Fig. 1: run 1, ports around the boundary
Pins as bars across the die edge, other pins in grey.
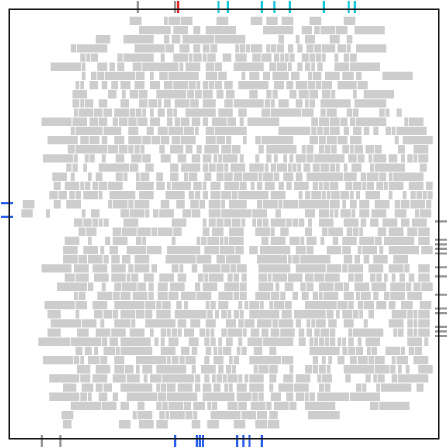
Fig. 2: run 1, placement by cell class
Fill, decap, tap and diode cells in grey.
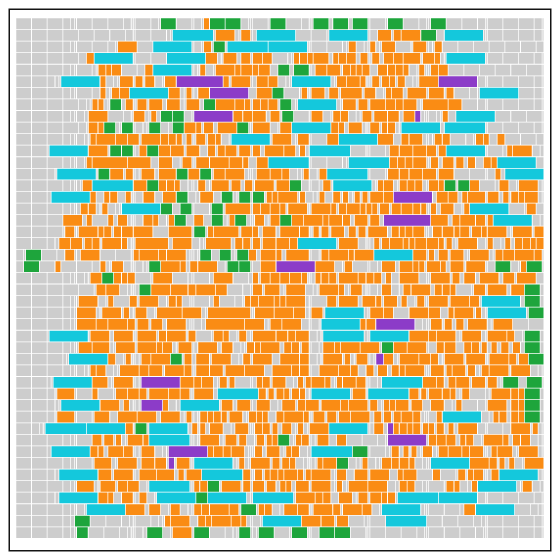
Fig. 3: run 1, metal layers overlaid
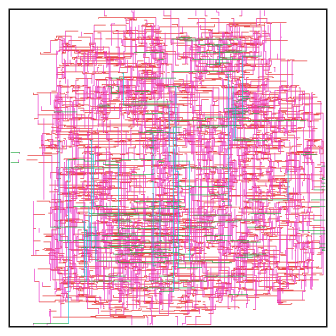
`config.mk`:
```
export PLATFORM = sky130hd
export DESIGN_NAME = bird_scene
export DESIGN_NICKNAME = d
export VERILOG_FILES = /design/src/rtl/flappy_pkg.sv /design/src/rtl/lfsr8.sv /design/src/rtl/bird_scene.sv
export SDC_FILE = /design/constraint.sdc
export NUM_CORES = 1
export LEC_CHECK = 0
export ABC_AREA = 0
export CORE_UTILIZATION = 55
export CTS_CLUSTER_SIZE = 14
export DETAILED_ROUTE_END_ITERATION = 10
export PLACE_DENSITY = 0.83
export SYNTH_ARGS = -nofsm -noshare
export SYNTH_HDL_FRONTEND = slang
export SYNTH_SLANG_ARGS = --single-unit
```
`constraint.sdc`:
```
create_clock -name clk -period 5.7 [get_ports clk]
set_clock_uncertainty 0.15 [all_clocks]
set_input_delay 0.57 -clock clk [delete_from_list [all_inputs] [get_ports clk]]
set_output_delay 0.57 -clock clk [all_outputs]
set_load 0.1 [all_outputs]
```
`src/rtl/flappy_pkg.sv`:
```
// Shared types and constants for the bird game scene.
//   game_state_t : IDLE / PLAY / DEAD
//   COL_*        : 3-bit {r,g,b} colours used by the renderer
//   SCREEN_*     : visible raster size, GROUND_Y is the top row of the ground
//   *_RST        : power-on / round-restart values of the game registers
package flappy_pkg;

  typedef enum logic [1:0] {
    IDLE = 2'd0,
    PLAY = 2'd1,
    DEAD = 2'd2
  } game_state_t;

  localparam logic [2:0] COL_SKY    = 3'b011;
  localparam logic [2:0] COL_BIRD   = 3'b110;
  localparam logic [2:0] COL_PIPE   = 3'b010;
  localparam logic [2:0] COL_GROUND = 3'b100;
  localparam logic [2:0] COL_BLANK  = 3'b000;

  localparam int SCREEN_W = 640;
  localparam int SCREEN_H = 480;
  localparam int GROUND_Y = 448;

  localparam logic [9:0] BIRD_Y_RST  = 10'd232;
  localparam logic [9:0] PIPE0_X_RST = 10'd640;
  localparam logic [9:0] PIPE1_X_RST = 10'd960;
  localparam logic [9:0] GAP_TOP_RST = 10'd160;
  localparam logic [9:0] GAP_MIN     = 10'd48;
  localparam logic [7:0] LFSR_SEED   = 8'hB4;

endpackage

```
`src/rtl/lfsr8.sv`:
```
// 8-bit Fibonacci LFSR, polynomial x^8+x^6+x^5+x^4+1, seed 0xB4.
//   clk, n_rst : clock, asynchronous active-low reset
//   en         : advance one step this cycle
//   q          : current register value
module lfsr8
  import flappy_pkg::*;
(
  input  logic       clk,
  input  logic       n_rst,
  input  logic       en,
  output logic [7:0] q
);

  always_ff @(posedge clk or negedge n_rst) begin
    if (!n_rst) begin
      q <= LFSR_SEED;
    end else if (en) begin
      q <= {q[6:0], q[7] ^ q[5] ^ q[4] ^ q[3]};
    end
  end

endmodule

```
`src/rtl/bird_scene.sv`:
```
// Game state and pixel renderer feeding the VGA output stage.
// Game registers advance once per frame on the rising edge of vsync; the
// renderer returns the colour for (x_pos, y_pos) one clock later.
//   clk, n_rst   : pixel clock, asynchronous active-low reset
//   flap         : flap button (synchronous, active high)
//   vsync        : active-high vertical sync
//   x_pos, y_pos : current scan position
//   rgb          : registered {r,g,b} colour
//   score        : pipes passed, saturating at 255
//   game_over    : high while the bird is dead
module bird_scene
  import flappy_pkg::*;
#(
  parameter int BIRD_X   = 160,
  parameter int BIRD_SZ  = 16,
  parameter int PIPE_W   = 40,
  parameter int GAP_H    = 120,
  parameter int SCROLL   = 2,
  parameter int FLAP_VEL = -8,
  parameter int MAX_FALL = 8
) (
  input  logic       clk,
  input  logic       n_rst,
  input  logic       flap,
  input  logic       vsync,
  input  logic [9:0] x_pos,
  input  logic [9:0] y_pos,
  output logic [2:0] rgb,
  output logic [7:0] score,
  output logic       game_over
);

  localparam logic signed [4:0]  VEL_FLAP = 5'(FLAP_VEL);
  localparam logic signed [4:0]  VEL_MAX  = 5'(MAX_FALL);
  localparam logic signed [10:0] S_BIRD_SZ = 11'(BIRD_SZ);
  localparam logic signed [10:0] S_GAP_H   = 11'(GAP_H);
  localparam logic signed [10:0] S_GROUND  = 11'(GROUND_Y);

  logic              vsync_d, flap_d, flap_pend;
  logic              frame_tick, flap_rise, flap_eff;
  game_state_t       state;
  logic        [9:0] bird_y;
  logic signed [4:0] vel;
  logic        [9:0] pipe_x  [2];
  logic        [9:0] gap_top [2];
  logic        [7:0] lfsr_q;

  // A press landing in the same cycle as the tick still counts for that tick.
  assign frame_tick = vsync & ~vsync_d;
  assign flap_rise  = flap & ~flap_d;
  assign flap_eff   = flap_pend | flap_rise;

  lfsr8 u_lfsr (
    .clk   (clk),
    .n_rst (n_rst),
    .en    (frame_tick && (state == PLAY)),
    .q     (lfsr_q)
  );

  // Next-frame physics, scroll, scoring and collision for PLAY
  logic signed [4:0]  vel_nx;
  logic signed [10:0] bird_nx;
  logic        [9:0]  bird_clamp;
  logic        [9:0]  px_nx  [2];
  logic        [9:0]  gap_nx [2];
  logic        [7:0]  score_nx;
  logic               hit;

  always_comb begin
    vel_nx   = flap_eff ? VEL_FLAP : ((vel >= VEL_MAX) ? VEL_MAX : vel + 5'sd1);
    bird_nx  = $signed({1'b0, bird_y}) + $signed({{6{vel_nx[4]}}, vel_nx});
    score_nx = score;
    hit      = (bird_nx < 11'sd0) || (bird_nx + S_BIRD_SZ > S_GROUND);
    for (int i = 0; i < 2; i++) begin
      if (pipe_x[i] < 10'(SCROLL)) begin
        px_nx[i]  = 10'(SCREEN_W);
        gap_nx[i] = GAP_MIN + {2'b00, lfsr_q};
      end else begin
        px_nx[i]  = pipe_x[i] - 10'(SCROLL);
        gap_nx[i] = gap_top[i];
      end
      // Right edge crossing the bird's left edge on this tick scores one.
      if (({1'b0, pipe_x[i]} + 11'(PIPE_W) > 11'(BIRD_X)) &&
          ({1'b0, px_nx[i]} + 11'(PIPE_W) <= 11'(BIRD_X)) && (score_nx != 8'hFF))
        score_nx = score_nx + 8'd1;
      if (({1'b0, px_nx[i]} < 11'(BIRD_X + BIRD_SZ)) &&
          ({1'b0, px_nx[i]} + 11'(PIPE_W) > 11'(BIRD_X)) &&
          ((bird_nx < $signed({1'b0, gap_nx[i]})) ||
           (bird_nx + S_BIRD_SZ > $signed({1'b0, gap_nx[i]}) + S_GAP_H)))
        hit = 1'b1;
    end
    bird_clamp = (bird_nx < 11'sd0) ? 10'd0 : bird_nx[9:0];
  end

  // Frame-rate state update
  always_ff @(posedge clk or negedge n_rst) begin
    if (!n_rst) begin
      // Levels already high at reset release are not treated as edges.
      vsync_d    <= 1'b1;
      flap_d     <= 1'b1;
      flap_pend  <= 1'b0;
      state      <= IDLE;
      bird_y     <= BIRD_Y_RST;
      vel        <= 5'sd0;
      pipe_x[0]  <= PIPE0_X_RST;
      pipe_x[1]  <= PIPE1_X_RST;
      gap_top[0] <= GAP_TOP_RST;
      gap_top[1] <= GAP_TOP_RST;
      score      <= 8'd0;
      game_over  <= 1'b0;
    end else begin
      vsync_d <= vsync;
      flap_d  <= flap;
      if (frame_tick)     flap_pend <= 1'b0;
      else if (flap_rise) flap_pend <= 1'b1;
      if (frame_tick) begin
        case (state)
          IDLE: if (flap_eff) begin
            state      <= PLAY;
            bird_y     <= BIRD_Y_RST;
            vel        <= VEL_FLAP;
            score      <= 8'd0;
            pipe_x[0]  <= PIPE0_X_RST;
            pipe_x[1]  <= PIPE1_X_RST;
            gap_top[0] <= GAP_TOP_RST;
            gap_top[1] <= GAP_TOP_RST;
          end
          PLAY: begin
            vel        <= vel_nx;
            bird_y     <= bird_clamp;
            pipe_x[0]  <= px_nx[0];
            pipe_x[1]  <= px_nx[1];
            gap_top[0] <= gap_nx[0];
            gap_top[1] <= gap_nx[1];
            score      <= score_nx;
            if (hit) begin
              state     <= DEAD;
              game_over <= 1'b1;
            end
          end
          DEAD: if (flap_eff) begin
            state      <= IDLE;
            bird_y     <= BIRD_Y_RST;
            vel        <= 5'sd0;
            pipe_x[0]  <= PIPE0_X_RST;
            pipe_x[1]  <= PIPE1_X_RST;
            gap_top[0] <= GAP_TOP_RST;
            gap_top[1] <= GAP_TOP_RST;
            score      <= 8'd0;
            game_over  <= 1'b0;
          end
          default: state <= IDLE;
        endcase
      end
    end
  end

  // Pixel render, registered one clock after the scan position
  logic [10:0] x11, y11;
  logic        in_bird, in_pipe;
  logic [2:0]  pix;

  always_comb begin
    x11     = {1'b0, x_pos};
    y11     = {1'b0, y_pos};
    in_bird = (x11 >= 11'(BIRD_X)) && (x11 < 11'(BIRD_X + BIRD_SZ)) &&
              (y11 >= {1'b0, bird_y}) && (y11 < {1'b0, bird_y} + 11'(BIRD_SZ));
    in_pipe = 1'b0;
    for (int i = 0; i < 2; i++) begin
      if ((x11 >= {1'b0, pipe_x[i]}) && (x11 < {1'b0, pipe_x[i]} + 11'(PIPE_W)) &&
          ((y11 < {1'b0, gap_top[i]}) || (y11 >= {1'b0, gap_top[i]} + 11'(GAP_H))))
        in_pipe = 1'b1;
    end
    if ((x11 >= 11'(SCREEN_W)) || (y11 >= 11'(SCREEN_H))) pix = COL_BLANK;
    else if (in_bird)                                     pix = COL_BIRD;
    else if (in_pipe)                                     pix = COL_PIPE;
    else if (y11 >= 11'(GROUND_Y))                        pix = COL_GROUND;
    else                                                  pix = COL_SKY;
  end

  always_ff @(posedge clk or negedge n_rst) begin
    if (!n_rst) rgb <= COL_BLANK;
    else        rgb <= pix;
  end

endmodule

```
==> flow_summary.html, run 1 <==
<h3>Flow metrics</h3>
<table>
<tr><th>Metric</th><th>Value</th></tr>
<tr><th colspan="2">Final timing</th></tr>
<tr><td>Clock period minus final worst setup slack</td><td>5430 ps</td></tr>
<tr><td>Setup repair after global routing missed its margin</td><td>no</td></tr>
<tr><td>Relative max-transition margin</td><td>0.330</td></tr>
<tr><td>Max Transition Viols Final</td><td>0</td></tr>
<tr><td>Setup_tns</td><td>0 ps</td></tr>
<tr><th colspan="2">Synth</th></tr>
<tr><td>Synthesis warning total</td><td>0</td></tr>
<tr><td>Syn nets</td><td>around 1200</td></tr>
<tr><td>Mean area per synthesized cell</td><td>8.36 sq um</td></tr>
<tr><td>Yosys simple share</td><td>0.170</td></tr>
<tr><td>Leading cell type by number of instances after synthesis</td><td>sky130_fd_sc_hd__ha_1</td></tr>
<tr><td>Flip-flops with a built-in enable</td><td>0</td></tr>
<tr><td>Synthesized-area fraction occupied by ao, oa, aoi and oai cells</td><td>0.233</td></tr>
<tr><th colspan="2">CTS</th></tr>
<tr><td>Total CTS buffers</td><td>9</td></tr>
<tr><td>CTS tree</td><td>done</td></tr>
<tr><th colspan="2">Worst setup path</th></tr>
<tr><td>Start-to-end type of the worst setup path</td><td>in2reg</td></tr>
<tr><td>Worst EP required</td><td>5790 ps</td></tr>
<tr><td>Worst reg2reg endpoint</td><td>state[1]</td></tr>
<tr><td>First element of the critical path</td><td>flap</td></tr>
<tr><td>Critical Path Max Stage Delay</td><td>500 ps</td></tr>
<tr><td>Launching point of the worst reg2reg path</td><td>flap_d</td></tr>
<tr><th colspan="2">Finish</th></tr>
<tr><td>MI comb area</td><td>0.00625 sq mm</td></tr>
<tr><td>Multi-input combinational cell count</td><td>834</td></tr>
<tr><td>Fraction of final layout cells sized beyond drive strength 1</td><td>0.121</td></tr>
<tr><td>Count of antenna diodes in the layout</td><td>0</td></tr>
<tr><td>Signal buffers</td><td>88</td></tr>
<tr><td>Layout fillers</td><td>1301</td></tr>
<tr><th colspan="2">Power and ir drop</th></tr>
<tr><td>Peak ir drop on the vdd network</td><td>0.366 mV</td></tr>
<tr><td>Proportion of total power due to net switching</td><td>0.486</td></tr>
<tr><th colspan="2">Global route</th></tr>
<tr><td>Vias in the first global route</td><td>7902</td></tr>
<tr><td>Number of antenna violations at the first check in global routing</td><td>0</td></tr>
<tr><td>Global-route wire length before repair</td><td>38500 um</td></tr>
<tr><td>Met2 usage</td><td>0.498</td></tr>
<tr><th colspan="2">Hold path</th></tr>
<tr><td>Cell count of the worst hold path</td><td>2</td></tr>
<tr><td>Worst min-delay path startpoint</td><td>bird_y[3]</td></tr>
<tr><td>Worst hold path endpoint</td><td>bird_y[3]</td></tr>
<tr><th colspan="2">Status</th></tr>
<tr><td>Outcome</td><td>completed</td></tr>
<tr><th colspan="2">Die</th></tr>
<tr><td>Floorplan Utilization</td><td>0.565</td></tr>
<tr><td>Chip width</td><td>127 um</td></tr>
<tr><th colspan="2">Routing</th></tr>
<tr><td>Met2 routed wirelength</td><td>10900 um</td></tr>
</table>
Notes on Fig. 1 above:
[red] `flap` | pins: 1 | direction: input | edge: north
[cyan] `score` | pins: 8 | direction: output | edge: north
[blue] `y_pos` | pins: 10 | direction: input | edge: 8 south, 2 west
all pins by edge: 13 east, 11 north, 10 south, 2 west

Notes on Fig. 2 above:
[orange] all other logic | cells: 915 | share of their area: 68%
[purple] clock drivers and dummy loads | cells: 16 | share of their area: 3.3%
[green] other buffers and delay cells | cells: 88 | share of their area: 7.8%
[cyan] flip-flops | cells: 80 | share of their area: 21%
site row count: 45
Seq area share: 0.205
utilization after layout: 0.650
Placeable Area: 0.0152 sq mm
post-route cell area: 0.00988 sq mm

Notes on Fig. 3 above:
[green] met3 | wire length: 1360 um
[cyan] met4 | wire length: 679 um
[red] met1 | wire length: 10100 um
[magenta] met2 | wire length: 10900 um
combined global-route utilization of all metal layers: 0.297
Wirelength per Cell: 17.9 um
total detailed-routing wirelength: 23000 um
total number of vias: 8035

==> run 1: stage by stage <==
step | hold slack [ps] | area [sq um] | utilization | cells
after global placement | 341 | 9410 | 0.619 | 1269
after detailed placement | 343 | 9410 | 0.619 | 1269
after floorplan | 124 | 8590 | - | 1028
after global routing | 401 | 9880 | 0.650 | 1287
after CTS | 367 | 9740 | 0.640 | 1286
final | 363 | 9880 | 0.650 | 1287
==> run 1: flip-flops by register name (all words and copies together) (netlist names) <==
register	count
gap_top	20
state	2
vsync_d	1
pipe_x	20
game_over	1
vel	5
score	8
bird_y	10
u_lfsr.q	8
flap_pend	1
rgb	3
flap_d	1
==> run 1: worst min-delay path, delay by kind of cell (launching register included) <==
kind                   cells  cell delay [ps]
AND-OR/OR-AND              1               60
buffers and inverters      1               70
flip-flops                 1              370
Fig. 4: run 1, clock wires, drivers and flops
Bar = 50 um.
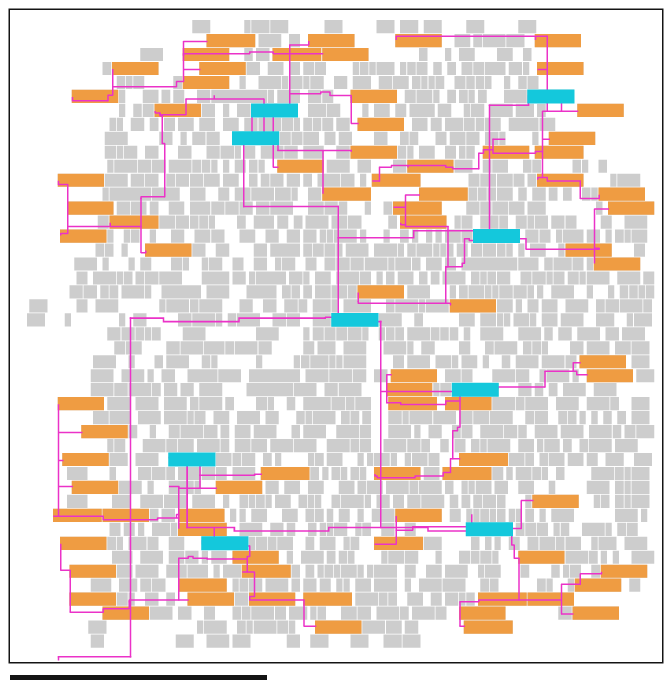

## Run 2: what changed since run 1
--- a/config.mk
+++ b/config.mk
@@ -6,10 +6,10 @@
 export NUM_CORES = 1
 export LEC_CHECK = 0
 export ABC_AREA = 0
-export CORE_UTILIZATION = 55
+export CORE_UTILIZATION = 54
 export CTS_CLUSTER_SIZE = 14
 export DETAILED_ROUTE_END_ITERATION = 10
-export PLACE_DENSITY = 0.83
+export PLACE_DENSITY = 0.82
 export SYNTH_ARGS = -nofsm -noshare
 export SYNTH_HDL_FRONTEND = slang
 export SYNTH_SLANG_ARGS = --single-unit
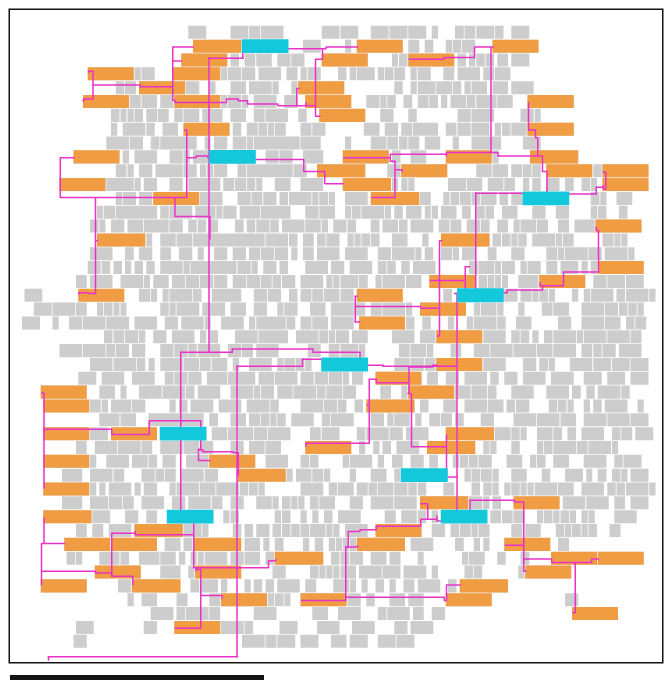
Fig. 5. Clock wires, drivers and flops (run 2).
Bar = 50 um.
[magenta] clock wires | length: 1240 um
[cyan] cells driving clock nets | count: 9
[orange] flip-flops | count: 80
flops lie: widely spread
routed clock nets: 10
power consumed by the clock network: 626 uW
clock share of power: 0.110
Late-Pin Clk Latency: 360 ps

==> run 2 against run 1 <==
- core utilization fell by 0.71 points
- combinational power barely moved
- setup slack got worse by 12 ps
- clock power fell by 2%
- sequential share of layout area barely moved
- worst hold slack got worse by 40 ps
- critical path type is now reg2reg
- maximum frequency fell by 0.22%
- register-to-register slack got worse by 130 ps
==> flow_summary.html, run 2 <==
<h3>Flow metrics</h3>
<table>
<tr><th>Metric</th><th>Value</th></tr>
<tr><th colspan="2">Status</th></tr>
<tr><td>Outcome</td><td>completed</td></tr>
<tr><th colspan="2">Hold path</th></tr>
<tr><td>Worst hold path endpoint</td><td>flap_d</td></tr>
<tr><td>Cell count of the worst hold path</td><td>2</td></tr>
<tr><th colspan="2">Finish</th></tr>
<tr><td>Count of antenna diodes in the layout</td><td>0</td></tr>
<tr><td>MI comb area</td><td>0.00624 sq mm</td></tr>
<tr><td>Leading registers by flop count</td><td>gap_top: 20 flops, pipe_x: 20 flops, bird_y: 10 flops</td></tr>
<tr><th colspan="2">Worst setup path</th></tr>
<tr><td>Launching point of the worst reg2reg path</td><td>flap_d</td></tr>
<tr><td>Worst reg2reg endpoint</td><td>game_over</td></tr>
<tr><td>Start-to-end type of the worst setup path</td><td>reg2reg</td></tr>
<tr><th colspan="2">Die</th></tr>
<tr><td>Chip width</td><td>128 um</td></tr>
<tr><th colspan="2">Global route</th></tr>
<tr><td>Global-route wire length before repair</td><td>37000 um</td></tr>
<tr><td>Combined global-route utilization of all metal layers</td><td>0.283</td></tr>
<tr><th colspan="2">Synth</th></tr>
<tr><td>Leading cell type by number of instances after synthesis</td><td>sky130_fd_sc_hd__ha_1</td></tr>
<tr><td>Flip-flops with a built-in enable</td><td>0</td></tr>
<tr><td>Synthesized-area fraction occupied by ao, oa, aoi and oai cells</td><td>0.233</td></tr>
<tr><td>Mean area per synthesized cell</td><td>8.36 sq um</td></tr>
<tr><th colspan="2">Final timing</th></tr>
<tr><td>Clock period minus final worst setup slack</td><td>5440 ps</td></tr>
<tr><th colspan="2">Routing</th></tr>
<tr><td>Total number of vias</td><td>just over 8000</td></tr>
<tr><th colspan="2">CTS</th></tr>
<tr><td>Total CTS buffers</td><td>9</td></tr>
<tr><td>CTS tree</td><td>done</td></tr>
</table>
[run 2: where the power goes]
part	leakage (nW)	internal (mW)	switching, mW
sequential	1.02	0.709	0.200
clock	0.147	0.384	0.243
combinational	3.18	1.84	2.31
[run 2: cells by family after synthesis]
family          count (synthesis)
fa+ha+maj                     151
flops                          80
xor+xnor                       61
mux                            20
compound gates                314
buf+inv                       114
simple gates                  288
[run 2: cell type report]
class | instances | share of cell area
multi-input combinational | 834 | 0.632
sequential | 80 | 0.205
timing repair buffer | 84 | 0.0737
inverter | 81 | 0.0308
tap | 211 | 0.0267
clock buffer | 12 | 0.0239
clock inverter | 4 | 0.00735
[run 2: routing by layer]
layer	global-route usage	share of wire
met3	0.0338	0.054
met1	0.366	0.44
met5	0	0
met4	0.117	0.031
met2	0.479	0.47
## Run 3: what changed since run 2
--- a/config.mk
+++ b/config.mk
@@ -9,6 +9,7 @@
 export CORE_UTILIZATION = 54
 export CTS_CLUSTER_SIZE = 14
 export DETAILED_ROUTE_END_ITERATION = 10
+export HOLD_SLACK_MARGIN = 0.05
 export PLACE_DENSITY = 0.82
 export SYNTH_ARGS = -nofsm -noshare
 export SYNTH_HDL_FRONTEND = slang
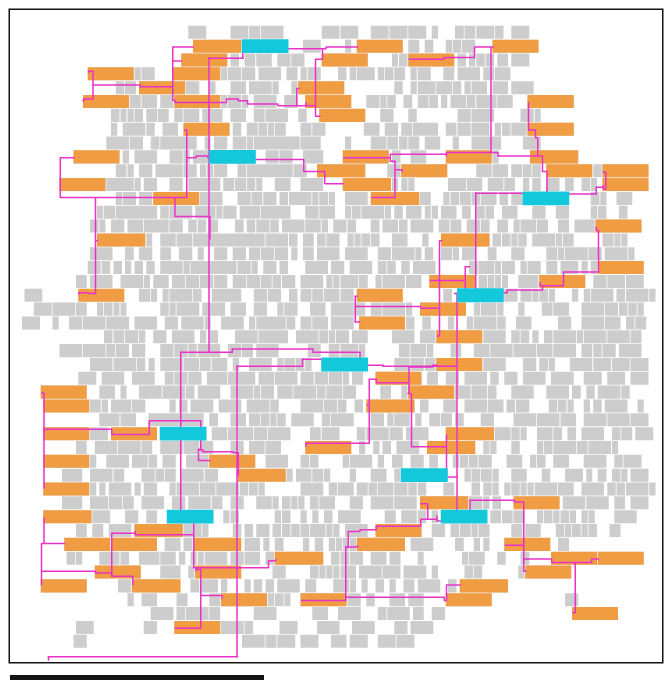
Fig. 6. Clock wires, drivers and flops (run 3).
Bar = 50 um.
[orange] flip-flops | count: 80
[magenta] clock wires | length: 1240 um
[cyan] cells driving clock nets | count: 9
flops lie: widely spread
routed clock nets: 10

==> run 3 against run 2 <==
- final area is the same
- critical endpoint unchanged
- clock power hardly changed
- sequential power is essentially flat
- critical path type unchanged
- critical path depth unchanged
==> flow_summary.html, run 3 <==
<h3>Flow metrics</h3>
<table>
<tr><th>Metric</th><th>Value</th></tr>
<tr><th colspan="2">Global route</th></tr>
<tr><td>Combined global-route utilization of all metal layers</td><td>0.283</td></tr>
<tr><td>Number of antenna violations at the first check in global routing</td><td>0</td></tr>
<tr><td>Vias in the first global route</td><td>7675</td></tr>
<tr><th colspan="2">Synth</th></tr>
<tr><td>Mean area per synthesized cell</td><td>8.36 sq um</td></tr>
<tr><td>Synthesis warning total</td><td>0</td></tr>
<tr><td>Flip-flops with a built-in enable</td><td>0</td></tr>
<tr><th colspan="2">Final timing</th></tr>
<tr><td>Setup_tns</td><td>0 ps</td></tr>
<tr><td>Relative max-transition margin</td><td>0.292</td></tr>
<tr><td>Max Transition Viols Final</td><td>0</td></tr>
<tr><td>Min Hold Slack</td><td>322 ps</td></tr>
<tr><td>Clock period minus final worst setup slack</td><td>5440 ps</td></tr>
<tr><th colspan="2">Worst setup path</th></tr>
<tr><td>Launching point of the worst reg2reg path</td><td>flap_d</td></tr>
<tr><td>Critical Path Max Stage Delay</td><td>between 500 and 600 ps</td></tr>
<tr><td>Worst EP required</td><td>5780 ps</td></tr>
<tr><th colspan="2">CTS</th></tr>
<tr><td>Total CTS buffers</td><td>9</td></tr>
<tr><td>Late-Pin Clk Latency</td><td>360 ps</td></tr>
<tr><td>CTS tree</td><td>done</td></tr>
<tr><th colspan="2">Finish</th></tr>
<tr><td>Count of antenna diodes in the layout</td><td>0</td></tr>
<tr><td>Layout fillers</td><td>1278</td></tr>
<tr><td>Leading registers by flop count</td><td>gap_top: 20 flops, pipe_x: 20 flops, bird_y: 10 flops</td></tr>
<tr><td>Fraction of final layout cells sized beyond drive strength 1</td><td>0.118</td></tr>
<tr><td>Utilization after layout</td><td>0.643</td></tr>
<tr><td>Final cell count without fillers</td><td>approximately 1300</td></tr>
<tr><th colspan="2">Power and ir drop</th></tr>
<tr><td>Power consumed by the clock network</td><td>between 600 and 700 uW</td></tr>
<tr><td>Clock share of power</td><td>0.110</td></tr>
<tr><td>Combinational Power Share</td><td>0.730</td></tr>
<tr><td>Peak ir drop on the vdd network</td><td>0.372 mV</td></tr>
<tr><td>Proportion of total power due to net switching</td><td>0.484</td></tr>
<tr><th colspan="2">Routing</th></tr>
<tr><td>Total detailed-routing wirelength</td><td>22700 um</td></tr>
<tr><th colspan="2">Die</th></tr>
<tr><td>Floorplan Utilization</td><td>0.559</td></tr>
<tr><th colspan="2">Hold path</th></tr>
<tr><td>Worst min-delay path startpoint</td><td>flap</td></tr>
<tr><th colspan="2">Status</th></tr>
<tr><td>Outcome</td><td>completed</td></tr>
<tr><th colspan="2">Placed design</th></tr>
<tr><td>Placed Cells incl. Taps</td><td>1287</td></tr>
</table>
run 3: layout make-up:
class	instances	area, sq um	share of cell area
timing repair buffer	84	728	0.0737
inverter	81	304	0.0308
tap	211	264	0.0267
clock buffer	12	236	0.0239
multi-input combinational	834	6240	0.632
clock inverter	4	72.6	0.00735
sequential	80	2030	0.205
run 3: metal layers:
metal  wire, um  GRT usage  part of all wire  up-vias
li1           -          -                 -     3900
met1      10100      0.366              0.44     3850
met2      10700      0.479              0.47      278
met3       1230     0.0338             0.054       60
met4        705      0.117             0.031        0
met5          0          0                 0        -
run 3: logic make-up after synthesis:
kind of cell | share of synthesized area
AND-OR/OR-AND | 0.233
AND/OR/NAND/NOR | 0.170
adder cells (fa/ha/maj) | 0.221
buffers and inverters | 0.0529
flip-flops | 0.236
XOR/XNOR | 0.0630
multiplexers | 0.0246
No activity file was given, so power comes from the tool's default toggle rates.
